[src/rtl/conv_layer_sequencer_pkg.sv]
// Shared definitions for the conv-layer sequencer, compute processor and RAM wrappers.
package conv_layer_sequencer_pkg;

  localparam int unsigned DEF_DATASET_DEPTH_COUNTER_BITS = 9;
  localparam int unsigned DEF_FILTER_COUNTER_BITS        = 3;
  localparam int unsigned DEF_DRAIN_CYCLES               = 3;

  typedef enum logic [1:0] {
    IDLE,
    RUN,
    DRAIN,
    DONE
  } seq_state_t;

  localparam logic [1:0] MUL_ALL = 2'b11;
  localparam logic [1:0] MUL_OFF = 2'b00;

endpackage

[src/rtl/conv_layer_sequencer_if.sv]
// Control/issue bundle between the layer controller, the sequencer and the compute datapath.
interface conv_layer_sequencer_if
  import conv_layer_sequencer_pkg::*;
#(
  parameter int unsigned Dataset_depth_counter_bits = DEF_DATASET_DEPTH_COUNTER_BITS,
  parameter int unsigned Filter_counter_bits        = DEF_FILTER_COUNTER_BITS
);

  logic                                  Start;
  logic                                  Hold;
  logic [Filter_counter_bits-1:0]        Num_filters_m1;
  logic [Dataset_depth_counter_bits-1:0] Data_length_m1;
  logic [Dataset_depth_counter_bits-1:0] Data_RAM_address;
  logic                                  Data_RAM_Read_Enable;
  logic [Filter_counter_bits-1:0]        Weights_RAM_address_depth;
  logic                                  Weights_RAM_Read_Enable;
  logic [1:0]                            MUL_Enable;
  logic                                  ADD_Enable;
  logic                                  Busy;
  logic                                  Done;

  // Sequencer side
  modport master (
    input  Start, Hold, Num_filters_m1, Data_length_m1,
    output Data_RAM_address, Data_RAM_Read_Enable,
           Weights_RAM_address_depth, Weights_RAM_Read_Enable,
           MUL_Enable, ADD_Enable, Busy, Done
  );

  // Controller / datapath side
  modport slave (
    output Start, Hold, Num_filters_m1, Data_length_m1,
    input  Data_RAM_address, Data_RAM_Read_Enable,
           Weights_RAM_address_depth, Weights_RAM_Read_Enable,
           MUL_Enable, ADD_Enable, Busy, Done
  );

endinterface

[src/rtl/conv_layer_sequencer_loop_counter.sv]
// Wrap counter: advances on inc, returns to zero after reaching limit.
module loop_counter #(
  parameter int unsigned Width = 3
) (
  input  logic             Clk,
  input  logic             Rst_n,
  input  logic             clr,
  input  logic             inc,
  input  logic [Width-1:0] limit,
  output logic [Width-1:0] value,
  output logic             wrap
);

  // wrap is qualified by inc so chained counters only step on a real increment
  assign wrap = inc && (value == limit);

  // Counter register; compares against limit before incrementing, so never overflows
  always_ff @(posedge Clk or negedge Rst_n) begin
    if (!Rst_n) begin
      value <= '0;
    end else if (clr) begin
      value <= '0;
    end else if (inc) begin
      value <= wrap ? '0 : value + 1'b1;
    end
  end

endmodule

[src/rtl/conv_layer_sequencer.sv]
// Issue sequencer for the conv-layer pipeline: walks (position, filter) pairs,
// strobes the RAM reads and lines up MUL/ADD enables one cycle behind each issue.
module conv_layer_sequencer
  import conv_layer_sequencer_pkg::*;
#(
  parameter int unsigned Dataset_depth_counter_bits = DEF_DATASET_DEPTH_COUNTER_BITS,
  parameter int unsigned Filter_counter_bits        = DEF_FILTER_COUNTER_BITS,
  parameter int unsigned Drain_cycles               = DEF_DRAIN_CYCLES
) (
  input logic                    Clk,
  input logic                    Rst_n,
  conv_layer_sequencer_if.master bus
);

  localparam int unsigned DrainCntBits = $clog2(Drain_cycles + 2);
  localparam logic [DrainCntBits-1:0] DrainLast = DrainCntBits'(Drain_cycles);

  seq_state_t state_q, state_d;

  logic [Filter_counter_bits-1:0]        nf_lim_q;
  logic [Dataset_depth_counter_bits-1:0] dl_lim_q;
  logic [DrainCntBits-1:0]               drain_q;

  logic                                  start_acc;
  logic                                  issue;
  logic [Filter_counter_bits-1:0]        f_val;
  logic [Dataset_depth_counter_bits-1:0] p_val;
  logic                                  f_wrap;
  logic                                  p_wrap;

  logic                                  rd_en_q;
  logic [Dataset_depth_counter_bits-1:0] p_addr_q;
  logic [Filter_counter_bits-1:0]        f_addr_q;
  logic                                  add_en_q;
  logic [1:0]                            mul_en_q;
  logic                                  busy_q;
  logic                                  done_q;

  // Start is only honoured when no layer is in flight (DONE counts as finished)
  assign start_acc = bus.Start && ((state_q == IDLE) || (state_q == DONE));
  assign issue     = (state_q == RUN) && !bus.Hold;

  // Filter index is the inner loop; its wrap steps the position index
  loop_counter #(.Width(Filter_counter_bits)) u_filter_cnt (
    .Clk   (Clk),
    .Rst_n (Rst_n),
    .clr   (start_acc),
    .inc   (issue),
    .limit (nf_lim_q),
    .value (f_val),
    .wrap  (f_wrap)
  );

  loop_counter #(.Width(Dataset_depth_counter_bits)) u_pos_cnt (
    .Clk   (Clk),
    .Rst_n (Rst_n),
    .clr   (start_acc),
    .inc   (f_wrap),
    .limit (dl_lim_q),
    .value (p_val),
    .wrap  (p_wrap)
  );

  // State register and configuration latch
  always_ff @(posedge Clk or negedge Rst_n) begin
    if (!Rst_n) begin
      state_q  <= IDLE;
      nf_lim_q <= '0;
      dl_lim_q <= '0;
    end else begin
      state_q <= state_d;
      if (start_acc) begin
        nf_lim_q <= bus.Num_filters_m1;
        dl_lim_q <= bus.Data_length_m1;
      end
    end
  end

  // Next-state decode; p_wrap marks the final (last position, last filter) issue
  always_comb begin
    state_d = state_q;
    case (state_q)
      IDLE:    if (start_acc) state_d = RUN;
      RUN:     if (p_wrap) state_d = DRAIN;
      DRAIN:   if (drain_q == DrainLast) state_d = DONE;
      DONE:    state_d = start_acc ? RUN : IDLE;
      default: state_d = IDLE;
    endcase
  end

  // Drain timer: one cycle of enable lag plus the datapath flush
  always_ff @(posedge Clk or negedge Rst_n) begin
    if (!Rst_n) begin
      drain_q <= '0;
    end else if (state_q == DRAIN) begin
      drain_q <= drain_q + 1'b1;
    end else begin
      drain_q <= '0;
    end
  end

  // Registered outputs; Busy/Done trail the state by one register like the issue strobes
  always_ff @(posedge Clk or negedge Rst_n) begin
    if (!Rst_n) begin
      rd_en_q  <= 1'b0;
      p_addr_q <= '0;
      f_addr_q <= '0;
      add_en_q <= 1'b0;
      mul_en_q <= MUL_OFF;
      busy_q   <= 1'b0;
      done_q   <= 1'b0;
    end else begin
      rd_en_q <= issue;
      if (issue) begin
        p_addr_q <= p_val;
        f_addr_q <= f_val;
      end
      add_en_q <= rd_en_q;
      mul_en_q <= rd_en_q ? MUL_ALL : MUL_OFF;
      busy_q   <= (state_q == RUN) || (state_q == DRAIN);
      done_q   <= (state_q == DONE);
    end
  end

  assign bus.Data_RAM_Read_Enable      = rd_en_q;
  assign bus.Weights_RAM_Read_Enable   = rd_en_q;
  assign bus.Data_RAM_address          = p_addr_q;
  assign bus.Weights_RAM_address_depth = f_addr_q;
  assign bus.ADD_Enable                = add_en_q;
  assign bus.MUL_Enable                = mul_en_q;
  assign bus.Busy                      = busy_q;
  assign bus.Done                      = done_q;

endmodule
[src/flat_wrapper.sv]
// flat-port wrapper written by rule: the top's interface ports become plain ports
module conv_layer_sequencer_flat import conv_layer_sequencer_pkg::*;
#(
  parameter int unsigned Dataset_depth_counter_bits = DEF_DATASET_DEPTH_COUNTER_BITS,
  parameter int unsigned Filter_counter_bits        = DEF_FILTER_COUNTER_BITS,
  parameter int unsigned Drain_cycles               = DEF_DRAIN_CYCLES
)
  (Clk, Rst_n, bus_Start, bus_Hold, bus_Num_filters_m1, bus_Data_length_m1, bus_Data_RAM_address, bus_Data_RAM_Read_Enable, bus_Weights_RAM_address_depth, bus_Weights_RAM_Read_Enable, bus_MUL_Enable, bus_ADD_Enable, bus_Busy, bus_Done);
  conv_layer_sequencer_if #(.Dataset_depth_counter_bits(Dataset_depth_counter_bits), .Filter_counter_bits(Filter_counter_bits)) bus_i ();
  input logic Clk;
  input logic Rst_n;
  input wire logic [$bits(bus_i.Start)-1:0] bus_Start;
  input wire logic [$bits(bus_i.Hold)-1:0] bus_Hold;
  input wire logic [$bits(bus_i.Num_filters_m1)-1:0] bus_Num_filters_m1;
  input wire logic [$bits(bus_i.Data_length_m1)-1:0] bus_Data_length_m1;
  output wire logic [$bits(bus_i.Data_RAM_address)-1:0] bus_Data_RAM_address;
  output wire logic [$bits(bus_i.Data_RAM_Read_Enable)-1:0] bus_Data_RAM_Read_Enable;
  output wire logic [$bits(bus_i.Weights_RAM_address_depth)-1:0] bus_Weights_RAM_address_depth;
  output wire logic [$bits(bus_i.Weights_RAM_Read_Enable)-1:0] bus_Weights_RAM_Read_Enable;
  output wire logic [$bits(bus_i.MUL_Enable)-1:0] bus_MUL_Enable;
  output wire logic [$bits(bus_i.ADD_Enable)-1:0] bus_ADD_Enable;
  output wire logic [$bits(bus_i.Busy)-1:0] bus_Busy;
  output wire logic [$bits(bus_i.Done)-1:0] bus_Done;
  assign bus_i.Start = bus_Start;
  assign bus_i.Hold = bus_Hold;
  assign bus_i.Num_filters_m1 = bus_Num_filters_m1;
  assign bus_i.Data_length_m1 = bus_Data_length_m1;
  assign bus_Data_RAM_address = bus_i.Data_RAM_address;
  assign bus_Data_RAM_Read_Enable = bus_i.Data_RAM_Read_Enable;
  assign bus_Weights_RAM_address_depth = bus_i.Weights_RAM_address_depth;
  assign bus_Weights_RAM_Read_Enable = bus_i.Weights_RAM_Read_Enable;
  assign bus_MUL_Enable = bus_i.MUL_Enable;
  assign bus_ADD_Enable = bus_i.ADD_Enable;
  assign bus_Busy = bus_i.Busy;
  assign bus_Done = bus_i.Done;
  conv_layer_sequencer #(.Dataset_depth_counter_bits(Dataset_depth_counter_bits), .Filter_counter_bits(Filter_counter_bits), .Drain_cycles(Drain_cycles)) u_core (.Clk(Clk), .Rst_n(Rst_n), .bus(bus_i));
endmodule
[config.mk]
export PLATFORM = sky130hd
export DESIGN_NAME = conv_layer_sequencer_flat
export DESIGN_NICKNAME = d
export VERILOG_FILES = /design/src/rtl/conv_layer_sequencer_pkg.sv /design/src/rtl/conv_layer_sequencer_if.sv /design/src/rtl/conv_layer_sequencer_loop_counter.sv /design/src/rtl/conv_layer_sequencer.sv /design/src/flat_wrapper.sv
export SDC_FILE = /design/constraint.sdc
export NUM_CORES = 1
export LEC_CHECK = 0
export CAP_MARGIN = 0
export CORE_ASPECT_RATIO = 0.8
export CORE_MARGIN = 2
export CORE_UTILIZATION = 50
export CTS_CLUSTER_DIAMETER = 60
export DETAILED_ROUTE_END_ITERATION = 16
export GPL_TIMING_DRIVEN = 0
export HOLD_SLACK_MARGIN = 0.12
export PLACE_DENSITY = 0.75
export SYNTH_ARGS = -nofsm -noshare
export SYNTH_HDL_FRONTEND = slang
export SYNTH_HIERARCHICAL = 1
export SYNTH_SLANG_ARGS = --single-unit
[constraint.sdc]
create_clock -name Clk -period 2.9 [get_ports Clk]
set_input_delay 0.87 -clock Clk [delete_from_list [all_inputs] [get_ports Clk]]
set_output_delay 0.87 -clock Clk [all_outputs]
set_load 0.02 [all_outputs]
==> run_1/m1.png <==
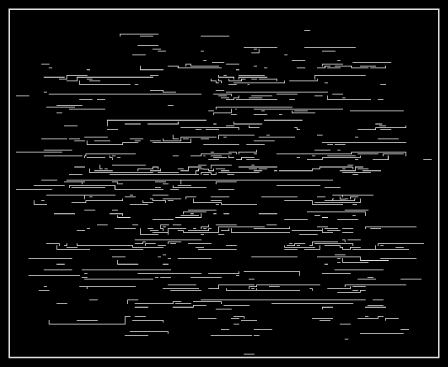
The layer carries 1790 um of wire. The longest straight run is 48.3 um.
Via Count: 1403
aggregate routed wire length: 3981 um
met1 GRT Util: 22.53%

==> run_1/m2.png <==
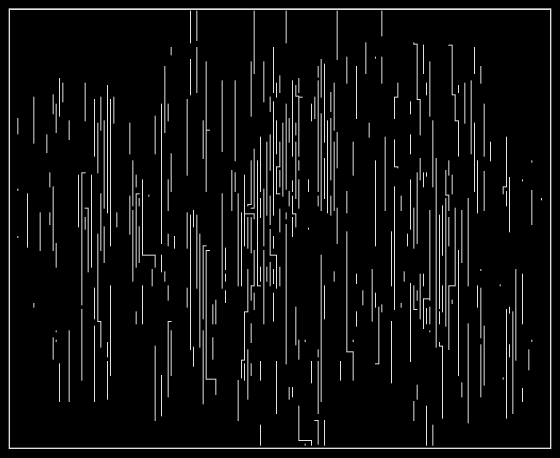
The wires run mostly vertical. 204 nets have wire on it. The layer holds 47% of the routed length.

==> run_1/m3.png <==
The bar under the picture is 20 um long. Cells faint in the background.
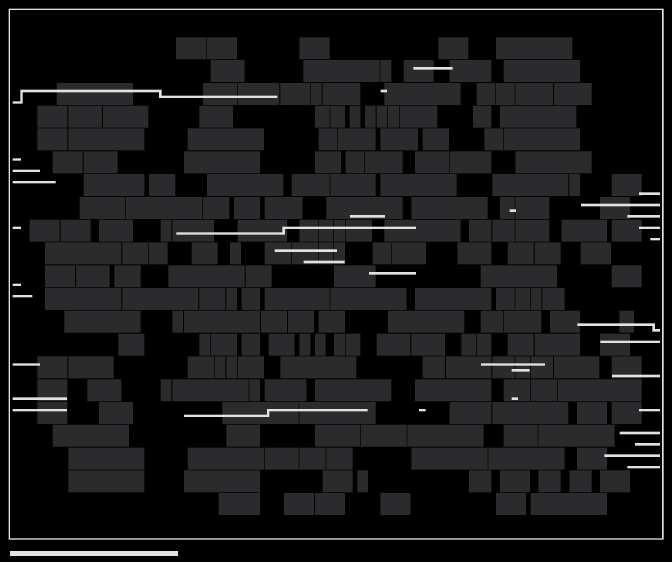
The wires run mostly horizontal. The layer holds 5.2% of the routed length. 29 nets have wire on it.
met3 routing resource usage after global routing: 6.590%

==> flow_results.xml, run 1 <==
<?xml version="1.0" encoding="UTF-8"?>
<metrics>
  <group name="global_route">
    <metric name="grt_antenna_before_repair" unit="">0</metric>
    <metric name="groute.layer.met2.usage" unit="%">27.80</metric>
    <metric name="globalRoute.totalOverflow" unit="">0</metric>
    <metric name="grt_busiest_layer" unit="">met2</metric>
    <metric name="global_route_wire_length_before_repair" unit="um">6679</metric>
  </group>
  <group name="final_timing">
    <metric name="maximum_clock_rate" unit="MHz">366.0</metric>
    <metric name="skew" unit="ns">0.007867</metric>
    <metric name="tns" unit="ns">0</metric>
    <metric name="final_critical_delay_including_setup_and_external_delays" unit="ns">2.732</metric>
    <metric name="max_slew_vio_count" unit="">0</metric>
    <metric name="timing.final.hold_violations" unit="">0</metric>
    <metric name="worst_slew_margin_rel" unit="%">66.26</metric>
    <metric name="grt_setup_unrepaired" unit="">false</metric>
    <metric name="worst_slew_pin_slew" unit="ns">0.5061</metric>
  </group>
  <group name="cts">
    <metric name="ctsRootBufferMaster" unit="">sky130_fd_sc_hd__clkbuf_8</metric>
    <metric name="cts_post_setup_buffers_inserted" unit="">0</metric>
    <metric name="number_of_buffers_added_by_the_clock_tree_synthesis_step" unit="">5</metric>
    <metric name="clock-sinks" unit="">45</metric>
    <metric name="cts_tree" unit="">done</metric>
    <metric name="ctsHoldBuffers" unit="">0</metric>
  </group>
  <group name="floorplan">
    <metric name="core_area" unit="um2">4178</metric>
    <metric name="fp_util" unit="%">52.17</metric>
    <metric name="die_area" unit="um2">4907</metric>
    <metric name="die_w" unit="um">77.82</metric>
    <metric name="num_io_pins" unit="">35</metric>
  </group>
  <group name="worst_setup_path">
    <metric name="family_with_the_most_delay_on_the_worst_path" unit="">simple AND/OR/NAND/NOR gates</metric>
    <metric name="startpoint" unit="">bus_Hold</metric>
    <metric name="path_depth" unit="">10</metric>
    <metric name="critical_path.max_fanout" unit="">9</metric>
    <metric name="cp.required" unit="ns">3.09</metric>
    <metric name="crit_chain" unit="">clkdlybuf4s50_1 &gt; nor2b_2 &gt; buf_6 &gt; and2_2 &gt; buf_2 &gt; nand4_2 &gt; nor3_1 &gt; nand2b_1 &gt; a41oi_1 &gt; a2bb2oi_2</metric>
    <metric name="critPathArrivalTime" unit="ns">2.92</metric>
    <metric name="reg2reg_start" unit="">u_core/state_q[1]</metric>
    <metric name="worst_flop_to_flop_path_endpoint" unit="">u_core/state_q[0]</metric>
    <metric name="critical-path-max-stage-delay" unit="ns">0.41</metric>
    <metric name="worst_r2r_path_depth" unit="">11</metric>
    <metric name="worst_setup_path_start_kind" unit="">input pin</metric>
    <metric name="cpMaxStageDelayCell" unit="">sky130_fd_sc_hd__clkdlybuf4s50_1</metric>
    <metric name="setup_crit_end" unit="">u_core/state_q[0]</metric>
  </group>
  <group name="yosys">
    <metric name="synth.avg_cell_area" unit="um2">13.13</metric>
    <metric name="synth_flops" unit="">45</metric>
    <metric name="synth_top_cells_by_count" unit="">sky130_fd_sc_hd__dfrtp_1, sky130_fd_sc_hd__mux2_2, sky130_fd_sc_hd__nor2_1, sky130_fd_sc_hd__xnor2_1</metric>
    <metric name="xor_xnor_cell_area_share_of_the_yosys_netlist" unit="%">8.381</metric>
    <metric name="most_common_reg_cell" unit="">sky130_fd_sc_hd__dfrtp_1</metric>
    <metric name="yosysUniqueCellTypes" unit="">36</metric>
    <metric name="synth_top_area_share" unit="%">51.66</metric>
    <metric name="top_area_cell" unit="">sky130_fd_sc_hd__dfrtp_1</metric>
    <metric name="post_synth_main_logic_family" unit="">multiplexers</metric>
    <metric name="synth_top_cell_by_count" unit="">sky130_fd_sc_hd__dfrtp_1</metric>
    <metric name="synthTopCellsByArea" unit="">sky130_fd_sc_hd__dfrtp_1, sky130_fd_sc_hd__mux2_2, sky130_fd_sc_hd__mux2_4</metric>
    <metric name="number_of_flops_mapped_to_enable_cells_by_yosys" unit="">0</metric>
    <metric name="synth.yosys.warnings" unit="">6</metric>
    <metric name="synth-compound-area-share" unit="%">7.807</metric>
    <metric name="ys_sh_adder" unit="%">4.592</metric>
    <metric name="synth.yosys.seq_area_share" unit="%">51.66</metric>
  </group>
  <group name="placement">
    <metric name="detailedPlace.worstSlack" unit="ns">-0.2875</metric>
    <metric name="post_detailed_placement_half_perimeter_wirelength" unit="um">2932</metric>
    <metric name="gp_congestion" unit="">0.7765</metric>
  </group>
  <group name="layout">
    <metric name="final_nets" unit="">236</metric>
    <metric name="clock_buffers" unit="">7</metric>
    <metric name="logic_area" unit="um2">949.7</metric>
    <metric name="seq_area_share" unit="%">40.96</metric>
    <metric name="lay_top_count" unit="">sky130_fd_sc_hd__dfrtp_1</metric>
    <metric name="non_clock_buffer_count" unit="">47</metric>
    <metric name="fraction_of_layout_instances_using_a_drive_strength_above_1" unit="%">26.29</metric>
    <metric name="inverters" unit="">7</metric>
    <metric name="layout.clock.cell_area_share" unit="%">3.687</metric>
    <metric name="n_fill_cell" unit="">302</metric>
    <metric name="n_sequential_cell" unit="">45</metric>
    <metric name="final-seq-area" unit="um2">1126</metric>
  </group>
  <group name="power_and_ir_drop">
    <metric name="p_clk_share" unit="%">17.4</metric>
    <metric name="clockNetworkPower" unit="mW">0.413</metric>
    <metric name="seqPwrFrac" unit="%">39.4</metric>
    <metric name="worst_ir_drop_vdd" unit="uV">514.9</metric>
    <metric name="netSwitchingPower" unit="mW">0.8045</metric>
    <metric name="power.combinational.total" unit="mW">1.02</metric>
    <metric name="power_frac_comb" unit="%">43.1</metric>
    <metric name="total_power" unit="mW">2.369</metric>
    <metric name="p_per_area" unit="nW/um2">861.8</metric>
    <metric name="power.static_leakage" unit="nW">1.238</metric>
    <metric name="powerSeq" unit="mW">0.934</metric>
  </group>
  <group name="hold_path">
    <metric name="hold_depth" unit="">0</metric>
    <metric name="hold_path.class" unit="">flop to flop</metric>
    <metric name="worst_hold_startpoint" unit="">u_core/bus.Data_RAM_Read_Enable</metric>
    <metric name="timing.hold.worst_endpoint" unit="">u_core/bus.MUL_Enable[0]</metric>
  </group>
  <group name="drt">
    <metric name="routedLengthMet1" unit="um">1786</metric>
    <metric name="first_pass_iters" unit="">4</metric>
    <metric name="met3RoutedLength" unit="um">207</metric>
    <metric name="detail_route.drc_violations" unit="">0</metric>
    <metric name="viasPerCell" unit="">5.196</metric>
    <metric name="wire_per_inst" unit="um">14.74</metric>
  </group>
  <group name="flow_run">
    <metric name="log.warning_count" unit="">29</metric>
  </group>
  <group name="run_status">
    <metric name="run_status" unit="">complete, no violations</metric>
  </group>
</metrics>
==> run_1/congestion_map.png <==
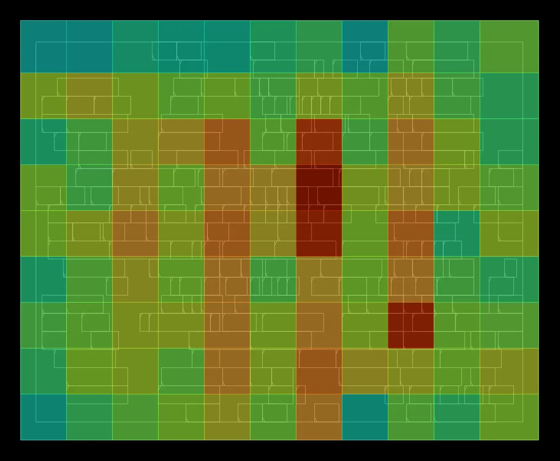

==> run 2: changes to the inputs <==
--- a/config.mk
+++ b/config.mk
@@ -13,7 +13,7 @@
 export DETAILED_ROUTE_END_ITERATION = 16
 export GPL_TIMING_DRIVEN = 0
 export HOLD_SLACK_MARGIN = 0.12
-export PLACE_DENSITY = 0.75
+export PLACE_DENSITY = 0.81
 export SYNTH_ARGS = -nofsm -noshare
 export SYNTH_HDL_FRONTEND = slang
 export SYNTH_HIERARCHICAL = 1
==> run_2/congestion_map.png <==
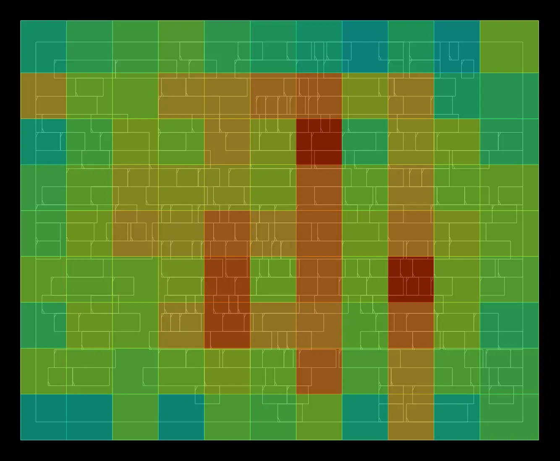
utilization of the core after routing: 65.17%
Total GRT Usage: 18.90%

==> run_2/m2.png <==
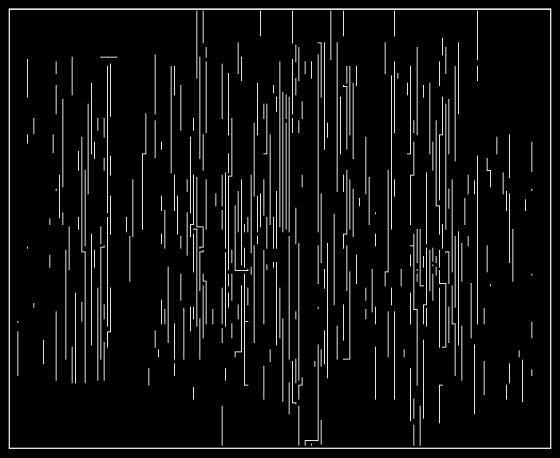
routing usage on met2: 29.63%
Via Count: 1402

==> run 2 against run 1 <==
Non-clock buffer count down 4. Final area fell by 0.96%. Cell count decreased by 1.5%. Combinational power barely moved. Synthesized cell count did not move. Register-to-register slack hardly changed. Critical path depth did not move. Synthesized area is the same. Global-route usage grew 0.86 points. Utilization shrank 0.63 points. Critical path type unchanged. Critical endpoint unchanged. Largest cell class unchanged. Largest power group unchanged.
==> flow_results.xml, run 2 <==
<?xml version="1.0" encoding="UTF-8"?>
<metrics>
  <group name="run_status">
    <metric name="run_status" unit="">complete, no violations</metric>
  </group>
  <group name="yosys">
    <metric name="most_common_reg_cell" unit="">sky130_fd_sc_hd__dfrtp_1</metric>
    <metric name="synth.avg_cell_area" unit="um2">13.13</metric>
    <metric name="synth-async-reset-ratio" unit="%">100.0</metric>
    <metric name="syn-instance-count" unit="">166</metric>
    <metric name="synthTopCellsByArea" unit="">sky130_fd_sc_hd__dfrtp_1, sky130_fd_sc_hd__mux2_2, sky130_fd_sc_hd__mux2_4</metric>
    <metric name="ys_sh_adder" unit="%">4.592</metric>
    <metric name="yosys.stat.chipArea" unit="um2">2180</metric>
    <metric name="synth.yosys.seq_area_share" unit="%">51.66</metric>
    <metric name="synth-compound-area-share" unit="%">7.807</metric>
    <metric name="synth_top_cell_by_count" unit="">sky130_fd_sc_hd__dfrtp_1</metric>
    <metric name="synth.area.mux_share" unit="%">13.78</metric>
    <metric name="post_synth_main_logic_family" unit="">multiplexers</metric>
    <metric name="net_count_after_synthesis" unit="">190</metric>
    <metric name="synth_top_area_share" unit="%">51.66</metric>
    <metric name="synth.yosys.warnings" unit="">6</metric>
    <metric name="synth_top_cells_by_count" unit="">sky130_fd_sc_hd__dfrtp_1, sky130_fd_sc_hd__mux2_2, sky130_fd_sc_hd__nor2_1, sky130_fd_sc_hd__xnor2_1</metric>
    <metric name="top_area_cell" unit="">sky130_fd_sc_hd__dfrtp_1</metric>
    <metric name="mappedNetlistArea" unit="um2">2180</metric>
    <metric name="number_of_flops_mapped_to_enable_cells_by_yosys" unit="">0</metric>
    <metric name="yosysUniqueCellTypes" unit="">36</metric>
    <metric name="yosys.area_share.simple" unit="%">9.013</metric>
    <metric name="synth_flops" unit="">45</metric>
    <metric name="xor_xnor_cell_area_share_of_the_yosys_netlist" unit="%">8.381</metric>
  </group>
  <group name="final_timing">
    <metric name="fin_hold_ws" unit="ns">0.4182</metric>
    <metric name="finalClockPeriodUsage" unit="%">95.53</metric>
    <metric name="worst_slew_pin_slew" unit="ns">0.4434</metric>
    <metric name="grt_setup_unrepaired" unit="">false</metric>
    <metric name="worst_slew_margin_rel" unit="%">70.44</metric>
    <metric name="setup-violations-final" unit="">0</metric>
    <metric name="tns" unit="ns">0</metric>
    <metric name="maximum_clock_rate" unit="MHz">361.0</metric>
    <metric name="skew" unit="ns">0.004936</metric>
    <metric name="max_slew_vio_count" unit="">0</metric>
    <metric name="final_critical_delay_including_setup_and_external_delays" unit="ns">2.770</metric>
    <metric name="timing.final.hold_violations" unit="">0</metric>
  </group>
  <group name="placement">
    <metric name="place.detailed.instances" unit="">258</metric>
    <metric name="placement.io_buffers" unit="">34</metric>
    <metric name="gp_congestion" unit="">0.7789</metric>
    <metric name="postPlaceCellArea" unit="um2">2606</metric>
    <metric name="detailedPlace.worstSlack" unit="ns">-0.3607</metric>
    <metric name="post_detailed_placement_half_perimeter_wirelength" unit="um">2930</metric>
  </group>
  <group name="cts">
    <metric name="ctsRootBufferMaster" unit="">sky130_fd_sc_hd__clkbuf_8</metric>
    <metric name="h-tree-depth" unit="">2</metric>
    <metric name="clk-insertion-delay-late" unit="ns">0.30</metric>
    <metric name="clock_edge_transition_at_the_registers_on_the_reported_setup_and_hold_paths" unit="ns">0.08</metric>
    <metric name="cts_tree" unit="">done</metric>
    <metric name="ctsHoldBuffers" unit="">0</metric>
    <metric name="buffer_levels_on_the_longest_clock_path" unit="">2</metric>
    <metric name="cts_resized" unit="">1</metric>
    <metric name="cts_post_setup_buffers_inserted" unit="">0</metric>
    <metric name="number_of_buffers_added_by_the_clock_tree_synthesis_step" unit="">5</metric>
    <metric name="clock-sinks" unit="">45</metric>
  </group>
  <group name="worst_setup_path">
    <metric name="critPathArrivalTime" unit="ns">2.96</metric>
    <metric name="critical_path.max_fanout" unit="">18</metric>
    <metric name="crit_chain" unit="">clkdlybuf4s50_1 &gt; nor2b_4 &gt; buf_8 &gt; and2_2 &gt; buf_2 &gt; nand4_2 &gt; nor3_1 &gt; nand2b_2 &gt; a41oi_1 &gt; a2bb2oi_2</metric>
    <metric name="setup.worst_path.class" unit="">input pin to flop</metric>
    <metric name="setup_crit_end" unit="">u_core/state_q[0]</metric>
    <metric name="path_depth" unit="">10</metric>
    <metric name="worst_setup_path_start_kind" unit="">input pin</metric>
    <metric name="cp-end-kind" unit="">flop</metric>
    <metric name="critPathBufInv" unit="">3</metric>
    <metric name="reg2reg_start" unit="">u_core/state_q[1]</metric>
    <metric name="worst_flop_to_flop_path_endpoint" unit="">u_core/state_q[0]</metric>
    <metric name="family_with_the_most_delay_on_the_worst_path" unit="">simple AND/OR/NAND/NOR gates</metric>
    <metric name="cpMaxStageDelayCell" unit="">sky130_fd_sc_hd__clkdlybuf4s50_1</metric>
    <metric name="worst_r2r_path_depth" unit="">11</metric>
    <metric name="startpoint" unit="">bus_Hold</metric>
    <metric name="cp.required" unit="ns">3.09</metric>
    <metric name="critical-path-max-stage-delay" unit="ns">0.45</metric>
  </group>
  <group name="power_and_ir_drop">
    <metric name="power.combinational.total" unit="mW">1.01</metric>
    <metric name="seqPwrFrac" unit="%">39.4</metric>
    <metric name="netSwitchingPower" unit="mW">0.8102</metric>
    <metric name="internal-power" unit="mW">1.556</metric>
    <metric name="power.static_leakage" unit="nW">1.216</metric>
    <metric name="swShare" unit="%">34.25</metric>
    <metric name="p_per_area" unit="nW/um2">869.0</metric>
    <metric name="clockNetworkPower" unit="mW">0.423</metric>
    <metric name="worst_ir_drop_vdd" unit="uV">510.6</metric>
    <metric name="p_clk_share" unit="%">17.9</metric>
    <metric name="power_frac_comb" unit="%">42.8</metric>
    <metric name="total_power" unit="mW">2.366</metric>
    <metric name="powerSeq" unit="mW">0.931</metric>
    <metric name="dominant_power_group" unit="">combinational logic</metric>
  </group>
  <group name="drt">
    <metric name="met3RoutedLength" unit="um">175</metric>
    <metric name="wire_per_inst" unit="um">14.97</metric>
    <metric name="drtIter0Drc" unit="">59</metric>
    <metric name="detail_route.drc_violations" unit="">0</metric>
    <metric name="highest_metal_layer_with_signal_wires" unit="">met4</metric>
    <metric name="routed-wl-met2" unit="um">2000</metric>
    <metric name="routedLengthMet1" unit="um">1739</metric>
    <metric name="first_pass_iters" unit="">4</metric>
    <metric name="viasPerCell" unit="">5.271</metric>
    <metric name="wirelength" unit="um">3983</metric>
  </group>
  <group name="flow_run">
    <metric name="log.warning_count" unit="">29</metric>
    <metric name="maxCapViolCount" unit="">0</metric>
  </group>
  <group name="layout">
    <metric name="seq_area_share" unit="%">41.36</metric>
    <metric name="non_clock_buffer_count" unit="">43</metric>
    <metric name="multi_input_comb_cells" unit="">106</metric>
    <metric name="n_fill_cell" unit="">302</metric>
    <metric name="inverters" unit="">7</metric>
    <metric name="fraction_of_layout_instances_using_a_drive_strength_above_1" unit="%">25.36</metric>
    <metric name="diodes" unit="">0</metric>
    <metric name="n_sequential_cell" unit="">45</metric>
    <metric name="layout.clock.cell_area_share" unit="%">3.722</metric>
    <metric name="final-nonclk-buf-share" unit="%">16.18</metric>
    <metric name="final_cell_count_no_fill" unit="">266</metric>
    <metric name="layout.area.top_class" unit="">registers</metric>
    <metric name="final_nets" unit="">232</metric>
    <metric name="combAreaFraction" unit="%">35.16</metric>
    <metric name="layout-area-overhead-vs-synth" unit="%">24.91</metric>
    <metric name="final_area" unit="um2">2723</metric>
    <metric name="logic_area" unit="um2">957.2</metric>
    <metric name="lay_top_count" unit="">sky130_fd_sc_hd__dfrtp_1</metric>
    <metric name="final-seq-area" unit="um2">1126</metric>
    <metric name="clock_buffers" unit="">7</metric>
  </group>
  <group name="global_route">
    <metric name="met3_routing_resource_usage_after_global_routing" unit="%">4.585</metric>
    <metric name="global_route_wire_length_before_repair" unit="um">7017</metric>
    <metric name="globalRouteMet1Util" unit="%">24.74</metric>
    <metric name="grt_busiest_layer" unit="">met2</metric>
    <metric name="globalRoute.totalOverflow" unit="">0</metric>
    <metric name="grt_antenna_before_repair" unit="">0</metric>
  </group>
  <group name="hold_path">
    <metric name="worst_hold_startpoint" unit="">u_core/bus.Data_RAM_Read_Enable</metric>
    <metric name="timing.hold.worst_endpoint" unit="">u_core/bus.MUL_Enable[0]</metric>
    <metric name="hold_depth" unit="">0</metric>
    <metric name="hold_path.class" unit="">flop to flop</metric>
  </group>
  <group name="floorplan">
    <metric name="die_area" unit="um2">4907</metric>
    <metric name="core_area" unit="um2">4178</metric>
    <metric name="tap_cells" unit="">57</metric>
    <metric name="fp_util" unit="%">52.17</metric>
    <metric name="num_io_pins" unit="">35</metric>
    <metric name="core.rowCount" unit="">21</metric>
    <metric name="die_w" unit="um">77.82</metric>
  </group>
</metrics>
==> run_2/m1.png <==
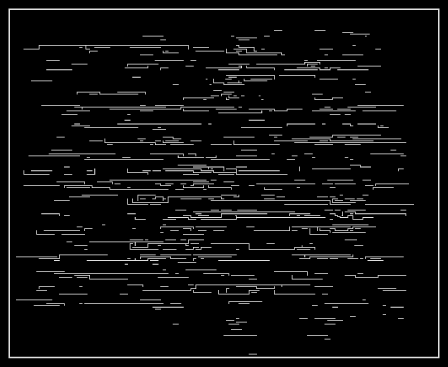

==> run 3: changes to the inputs <==
--- a/config.mk
+++ b/config.mk
@@ -14,6 +14,7 @@
 export GPL_TIMING_DRIVEN = 0
 export HOLD_SLACK_MARGIN = 0.12
 export PLACE_DENSITY = 0.81
+export RECOVER_POWER = 100
 export SYNTH_ARGS = -nofsm -noshare
 export SYNTH_HDL_FRONTEND = slang
 export SYNTH_HIERARCHICAL = 1
==> run_3/m1.png <==
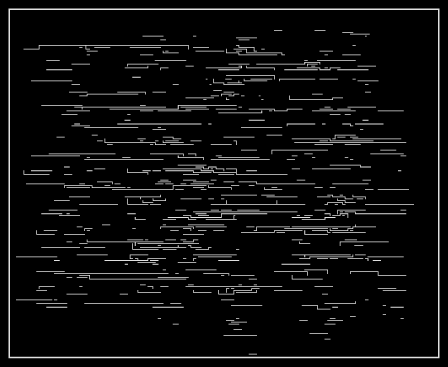
198 nets have wire on it. The longest straight run is 27.1 um. The wires run mostly horizontal. The layer holds 43% of the routed length.

==> run_3/m2.png <==
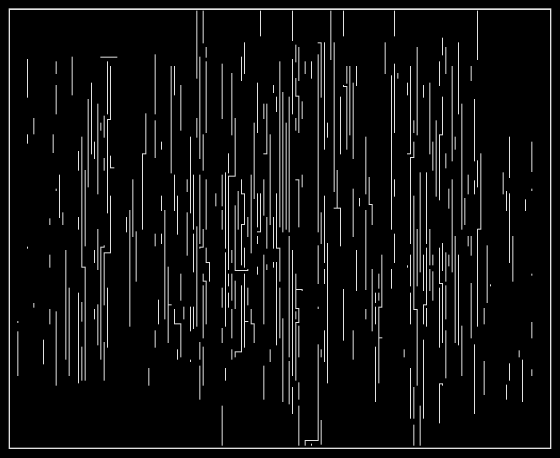
Via Count: 1392
aggregate routed wire length: 3932 um

==> run 3 against run 2 <==
Combinational power is about 10% lower. Final area is 2.5% lower. Utilization is 1.6 points lower. Worst setup slack better by 0.014 ns. Global-route usage stayed put. Sequential share of layout area is 1.1 points higher. Sequential power is 0.9% lower. Synthesized cell count stayed put. Power is 6.3% lower. Count of clock-buffer cells in the layout stayed put. Largest cell class unchanged.
==> flow_results.xml, run 3 <==
<?xml version="1.0" encoding="UTF-8"?>
<metrics>
  <group name="run_status">
    <metric name="run_status" unit="">complete, no violations</metric>
  </group>
  <group name="drt">
    <metric name="first_pass_iters" unit="">4</metric>
    <metric name="detail_route.drc_violations" unit="">0</metric>
    <metric name="wire_per_inst" unit="um">14.78</metric>
    <metric name="highest_metal_layer_with_signal_wires" unit="">met4</metric>
    <metric name="met3RoutedLength" unit="um">184</metric>
  </group>
  <group name="final_timing">
    <metric name="tns" unit="ns">0</metric>
    <metric name="timing.final.hold_violations" unit="">0</metric>
    <metric name="worst_slew_pin_slew" unit="ns">1.221</metric>
    <metric name="worst_slew_margin_rel" unit="%">18.48</metric>
    <metric name="final_critical_delay_including_setup_and_external_delays" unit="ns">2.756</metric>
    <metric name="finalClockPeriodUsage" unit="%">95.04</metric>
  </group>
  <group name="yosys">
    <metric name="synth-compound-area-share" unit="%">7.807</metric>
    <metric name="ys_sh_adder" unit="%">4.592</metric>
    <metric name="synth.avg_cell_area" unit="um2">13.13</metric>
    <metric name="net_count_after_synthesis" unit="">190</metric>
    <metric name="yosys.stat.chipArea" unit="um2">2180</metric>
    <metric name="synth_top_cell_by_count" unit="">sky130_fd_sc_hd__dfrtp_1</metric>
    <metric name="synthTopCellsByArea" unit="">sky130_fd_sc_hd__dfrtp_1, sky130_fd_sc_hd__mux2_2, sky130_fd_sc_hd__mux2_4</metric>
    <metric name="yosysUniqueCellTypes" unit="">36</metric>
    <metric name="synth_top_area_share" unit="%">51.66</metric>
    <metric name="syn-instance-count" unit="">166</metric>
    <metric name="synth-async-reset-ratio" unit="%">100.0</metric>
    <metric name="synth_flops" unit="">45</metric>
  </group>
  <group name="global_route">
    <metric name="grt_busiest_layer" unit="">met2</metric>
    <metric name="groute.layer.met2.usage" unit="%">29.63</metric>
    <metric name="met3_routing_resource_usage_after_global_routing" unit="%">4.585</metric>
    <metric name="grtUsageTotal" unit="%">18.90</metric>
    <metric name="global_route_wire_length_before_repair" unit="um">7017</metric>
  </group>
  <group name="floorplan">
    <metric name="die_area" unit="um2">4907</metric>
  </group>
  <group name="placement">
    <metric name="post_detailed_placement_half_perimeter_wirelength" unit="um">2930</metric>
    <metric name="postPlaceCellArea" unit="um2">2606</metric>
    <metric name="placement.io_buffers" unit="">34</metric>
    <metric name="detailedPlace.worstSlack" unit="ns">-0.3607</metric>
  </group>
  <group name="power_and_ir_drop">
    <metric name="power_frac_comb" unit="%">39.4</metric>
    <metric name="power.combinational.total" unit="mW">0.874</metric>
    <metric name="worst_ir_drop_vdd" unit="uV">460.8</metric>
    <metric name="netSwitchingPower" unit="mW">0.7692</metric>
    <metric name="seqPwrFrac" unit="%">41.7</metric>
    <metric name="internal-power" unit="mW">1.447</metric>
  </group>
  <group name="hold_path">
    <metric name="timing.hold.worst_endpoint" unit="">u_core/bus.MUL_Enable[0]</metric>
  </group>
  <group name="cts">
    <metric name="buffer_levels_on_the_longest_clock_path" unit="">2</metric>
    <metric name="ctsHoldBuffers" unit="">0</metric>
    <metric name="clock_edge_transition_at_the_registers_on_the_reported_setup_and_hold_paths" unit="ns">0.08</metric>
    <metric name="cts_tree" unit="">done</metric>
    <metric name="number_of_buffers_added_by_the_clock_tree_synthesis_step" unit="">5</metric>
  </group>
  <group name="layout">
    <metric name="logic_area" unit="um2">904.6</metric>
    <metric name="layout-area-overhead-vs-synth" unit="%">21.76</metric>
    <metric name="post-route-util" unit="%">63.52</metric>
    <metric name="layout.area.top_class" unit="">registers</metric>
    <metric name="layout.clock.cell_area_share" unit="%">3.819</metric>
    <metric name="non_clock_buffer_count" unit="">43</metric>
    <metric name="clock_buffers" unit="">7</metric>
  </group>
  <group name="worst_setup_path">
    <metric name="setup_crit_end" unit="">u_core/u_pos_cnt/value[0]</metric>
    <metric name="critical_path.max_fanout" unit="">18</metric>
    <metric name="crit_chain" unit="">clkdlybuf4s50_1 &gt; nor2b_4 &gt; buf_8 &gt; and2_2 &gt; clkbuf_2 &gt; nand4_2 &gt; o31ai_2 &gt; nor2_1</metric>
    <metric name="critPathArrivalTime" unit="ns">2.91</metric>
    <metric name="cp-end-kind" unit="">flop</metric>
    <metric name="worst_flop_to_flop_path_endpoint" unit="">u_core/u_pos_cnt/value[0]</metric>
    <metric name="setup.worst_path.class" unit="">input pin to flop</metric>
    <metric name="worst_setup_path_start_kind" unit="">input pin</metric>
    <metric name="worst_r2r_path_depth" unit="">9</metric>
    <metric name="path_depth" unit="">8</metric>
  </group>
</metrics>
Power and IR drop assume default switching activity.
